### src/rtl/alu_result_fifo.sv
// alu_result_fifo: buffered result stage behind the 8-bit ALU.
// Captures {opcode, 2*DATA_W-bit result, carry} on a valid/ready push and presents
// entries in order on a first-word-fall-through valid/ready pop interface.
// A push attempted while full is dropped and sets a sticky overflow flag.
// Optional feature macro: ALU_RES_ZERO_FLAG_EN adds a stored "result was zero"
// bit per entry and the out_zero port.

module alu_result_fifo #(
  parameter int unsigned DATA_W = 8,
  parameter int unsigned DEPTH  = 4
) (
  input  logic                      clk,
  input  logic                      rst_n,
  // push side (from the ALU)
  input  logic                      in_valid,
  input  logic [3:0]                in_op,
  input  logic [2*DATA_W-1:0]       in_result,
  input  logic                      in_carry,
  output logic                      in_ready,
  // pop side (to the consumer)
  output logic                      out_valid,
  output logic [3:0]                out_op,
  output logic [2*DATA_W-1:0]       out_result,
  output logic                      out_carry,
`ifdef ALU_RES_ZERO_FLAG_EN
  output logic                      out_zero,
`endif
  input  logic                      out_ready,
  // status
  output logic [$clog2(DEPTH):0]    count,
  output logic                      overflow,
  input  logic                      clr_ovf
);

  localparam int unsigned AW = $clog2(DEPTH);
  localparam int unsigned PW = AW + 1;
  localparam int unsigned RW = 2 * DATA_W;

  // Storage; contents are deliberately not reset, only the pointers are.
  logic [3:0]    r_mem_op     [DEPTH];
  logic [RW-1:0] r_mem_result [DEPTH];
  logic          r_mem_carry  [DEPTH];
`ifdef ALU_RES_ZERO_FLAG_EN
  logic          r_mem_zero   [DEPTH];
`endif

  // Pointers carry one extra wrap bit so full and empty are distinguishable.
  logic [PW-1:0] r_wptr;
  logic [PW-1:0] r_rptr;
  logic [PW-1:0] r_count;
  logic          r_overflow;

  logic [PW-1:0] w_wptr_nxt;
  logic [PW-1:0] w_rptr_nxt;
  logic [PW-1:0] w_count_nxt;
  logic          w_overflow_nxt;

  logic [AW-1:0] w_waddr;
  logic [AW-1:0] w_raddr;
  logic          w_empty;
  logic          w_full;
  logic          w_push;
  logic          w_pop;
  logic          w_drop;

  assign w_waddr = r_wptr[AW-1:0];
  assign w_raddr = r_rptr[AW-1:0];

  // Full when the low bits match but the pointers are on different laps.
  assign w_empty = (r_wptr == r_rptr);
  assign w_full  = (r_wptr[AW-1:0] == r_rptr[AW-1:0]) && (r_wptr[AW] != r_rptr[AW]);

  // No pass-through when full: a pop in the same cycle does not make room.
  assign w_push = in_valid && !w_full;
  assign w_pop  = out_ready && !w_empty;
  assign w_drop = in_valid && w_full;

  assign in_ready  = !w_full;
  assign out_valid = !w_empty;
  assign count     = r_count;
  assign overflow  = r_overflow;

  // Next-state for pointers, occupancy count and the sticky overflow flag.
  always_comb begin
    w_wptr_nxt     = r_wptr;
    w_rptr_nxt     = r_rptr;
    w_count_nxt    = r_count;
    w_overflow_nxt = r_overflow;

    if (w_push) begin
      w_wptr_nxt = r_wptr + PW'(1);
    end
    if (w_pop) begin
      w_rptr_nxt = r_rptr + PW'(1);
    end

    unique case ({w_push, w_pop})
      2'b10:   w_count_nxt = r_count + PW'(1);
      2'b01:   w_count_nxt = r_count - PW'(1);
      default: w_count_nxt = r_count;
    endcase

    // A dropped push takes priority over a coincident clear.
    if (w_drop) begin
      w_overflow_nxt = 1'b1;
    end else if (clr_ovf) begin
      w_overflow_nxt = 1'b0;
    end
  end

  // Control state with asynchronous reset; reset empties the FIFO at once.
  always_ff @(posedge clk or negedge rst_n) begin
    if (!rst_n) begin
      r_wptr     <= '0;
      r_rptr     <= '0;
      r_count    <= '0;
      r_overflow <= 1'b0;
    end else begin
      r_wptr     <= w_wptr_nxt;
      r_rptr     <= w_rptr_nxt;
      r_count    <= w_count_nxt;
      r_overflow <= w_overflow_nxt;
    end
  end

  // Entry write on an accepted push.
  always_ff @(posedge clk) begin
    if (w_push) begin
      r_mem_op[w_waddr]     <= in_op;
      r_mem_result[w_waddr] <= in_result;
      r_mem_carry[w_waddr]  <= in_carry;
`ifdef ALU_RES_ZERO_FLAG_EN
      r_mem_zero[w_waddr]   <= (in_result == '0);
`endif
    end
  end

  // Head entry onto the outputs, forced to zero while empty.
  always_comb begin
    out_op     = 4'h0;
    out_result = '0;
    out_carry  = 1'b0;
`ifdef ALU_RES_ZERO_FLAG_EN
    out_zero   = 1'b0;
`endif
    if (!w_empty) begin
      out_op     = r_mem_op[w_raddr];
      out_result = r_mem_result[w_raddr];
      out_carry  = r_mem_carry[w_raddr];
`ifdef ALU_RES_ZERO_FLAG_EN
      out_zero   = r_mem_zero[w_raddr];
`endif
    end
  end

endmodule

### config.mk
export PLATFORM = sky130hd
export DESIGN_NAME = alu_result_fifo
export DESIGN_NICKNAME = d
export VERILOG_FILES = /design/src/rtl/alu_result_fifo.sv
export SDC_FILE = /design/constraint.sdc
export NUM_CORES = 1
export LEC_CHECK = 0
export ABC_CLOCK_PERIOD_IN_PS = 3800
export CORE_ASPECT_RATIO = 0.5
export CORE_MARGIN = 3
export CORE_UTILIZATION = 58
export DETAILED_ROUTE_END_ITERATION = 10
export PLACE_DENSITY = 0.85
export SLEW_MARGIN = 20
export SYNTH_ARGS = -nofsm -noshare
export SYNTH_HDL_FRONTEND = slang
export SYNTH_SLANG_ARGS = --single-unit
### constraint.sdc
create_clock -name clk -period 3.8 [get_ports clk]
set_input_delay 0.76 -clock clk [delete_from_list [all_inputs] [get_ports clk]]
set_output_delay 0.76 -clock clk [all_outputs]
set_load 0.01 [all_outputs]
Fig. 1: the metal 4 layer
Scale: 4 px per um.
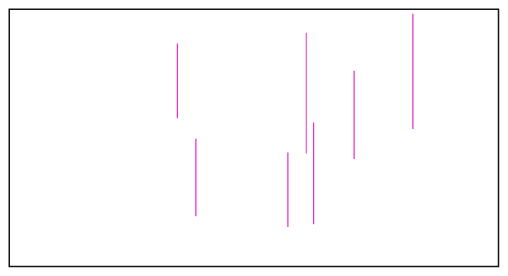
main direction: vertical
nets with wire on the layer: 6
longest straight run: 29.9 um
wire length on this layer: 161 um
vias: 1983
total wire length: 7297 um

Fig. 2: signal wires by layer
Scale: 3 px per um. Two of the layers only.
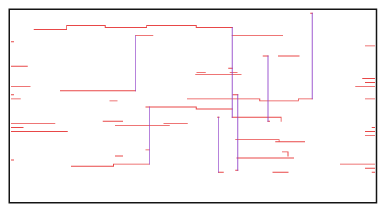
| layer | color | wire length |
|---|---|---|
| met3 | red | 454 um |
| met4 | purple | 161 um |
global-route usage over all layers: 0.2146
WL/cell: 20.79 um

==> impl_metrics.py <==
# Flow results
metrics = {
    "synthesis": {
        "yosysWarnings": 0,
        "syn-cell-area_um2": 3897,
        "postSynthCellCount": 198,
    },
    "power_and_ir_drop": {
        "power_leakage_uw": 0.001662,
    },
    "cts": {
        "cts_tree": "yes",
        "clockBufferDepth": 2,
        "post_cts_resized": 0,
    },
    "route": {
        "ant_nets": 0,
        "detail_route.iter0.violations": 202,
    },
    "cells_and_area": {
        "syn_to_final_growth_pct": 24.30,
        "n_antenna_cell": 0,
    },
    "run_status": {
        "status": "finished clean",
    },
    "die": {
        "die_w_um": 121.9,
        "fp-utilization": 0.6205,
        "fp-row-count": 20,
    },
    "sta": {
        "final.setup_skew_ns": 0.008694,
        "rsz0062_at_grt": "false",
    },
    "global_routing": {
        "grt_pass1_wl_um": 11860,
        "grt_pass1_vias": 2199,
    },
    "critical_path": {
        "worst-path-buf-inv": 1,
        "cp-start-kind": "register",
    },
}
Fig. 3: selected gate families
Scale: 4 px per um.
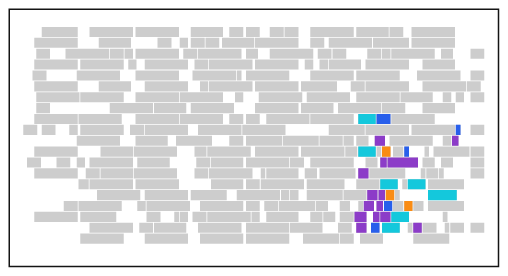
| family | color | cells |
|---|---|---|
| AND and OR gates | orange | 3 |
| inverting AOI/OAI gates | purple | 14 |
| NAND gates | blue | 5 |
| adder and majority cells | cyan | 7 |
fin cells: 351
Comb/total area: 0.2118
most frequent logic cell in the layout: edfxtp_1

==> final timing paths <==
kind,from,to,slack [ns],cells after the start
max in group asynchronous,rst_n,r_rptr[0],2.70,1
setup reg to reg,r_wptr[0],count[2],1.35,8
setup / recovery,r_wptr[0],out_result[1],0.33,4
min in group asynchronous,rst_n,overflow,0.74,1
hold reg to reg,count[2],count[2],0.47,1
hold / removal,count[2],count[2],0.47,1
==> Yosys cell counts, types with 4 or more instances <==
library cell and instances:
dfrtp_1 10, ha_1 6, nor2b_1 18, o31ai_1 4, xnor2_1 6, a21oi_1 4, inv_1 10, edfxtp_1 84
buf_6 4, mux4_2 21
==> layout make-up <==
| class | instances | area (um2) | share of cell area |
|---|---|---|---|
| Clock buffer | 10 | 229.0 | 0.04726 |
| Tap cell | 88 | 110.1 | 0.02273 |
| Sequential cell | 94 | 2774 | 0.5726 |
| Clock inverter | 6 | 110.1 | 0.02273 |
| Timing Repair Buffer | 57 | 558.0 | 0.1152 |
| Multi-Input combinational cell | 86 | 1026 | 0.2118 |
| Inverter | 10 | 37.54 | 0.007748 |
==> power by group <==
part,total (uW),internal (uW),switching [uW]
Combinational,1850,945,909
Sequential,1510,1390,115
Clock,1010,642,370
Total,4370,2980,1390
==> routing by layer <==
metal  global-route usage  part of all wire  up-vias
met2               0.3647              0.52       66
li1                     -                 -      882
met5                    0                 0        -
met3              0.08842             0.062       18
met1               0.2484              0.40     1017
met4              0.07682             0.022        0
==> cells by family after synthesis <==
family          after synthesis  share of synthesized area
fa+ha+maj                     7                    0.02440
compound gates               14                    0.02504
buf+inv                      18                    0.02921
simple gates                 31                    0.05169
flops                        94                     0.7114
mux                          21                     0.1213
xor+xnor                     13                    0.03692
==> registers in the layout (all words and copies together), names as in the netlist <==
register and cells:
r_rptr 3, overflow 1, r_mem_result 64, r_wptr 3
count 3, r_mem_op 16, r_mem_carry 4
==> through the flow <==
stage	cells	worst slack [ns]	area [um2]
after detailed placement	335	0.7092	4506
after global placement	335	0.8574	4506
after CTS	351	0.3245	4845
after global routing	351	0.2043	4845
after floorplan	198	1.646	3897
final	351	0.3317	4845
Power figures rest on the tool's default switching activity, not on a simulated workload.
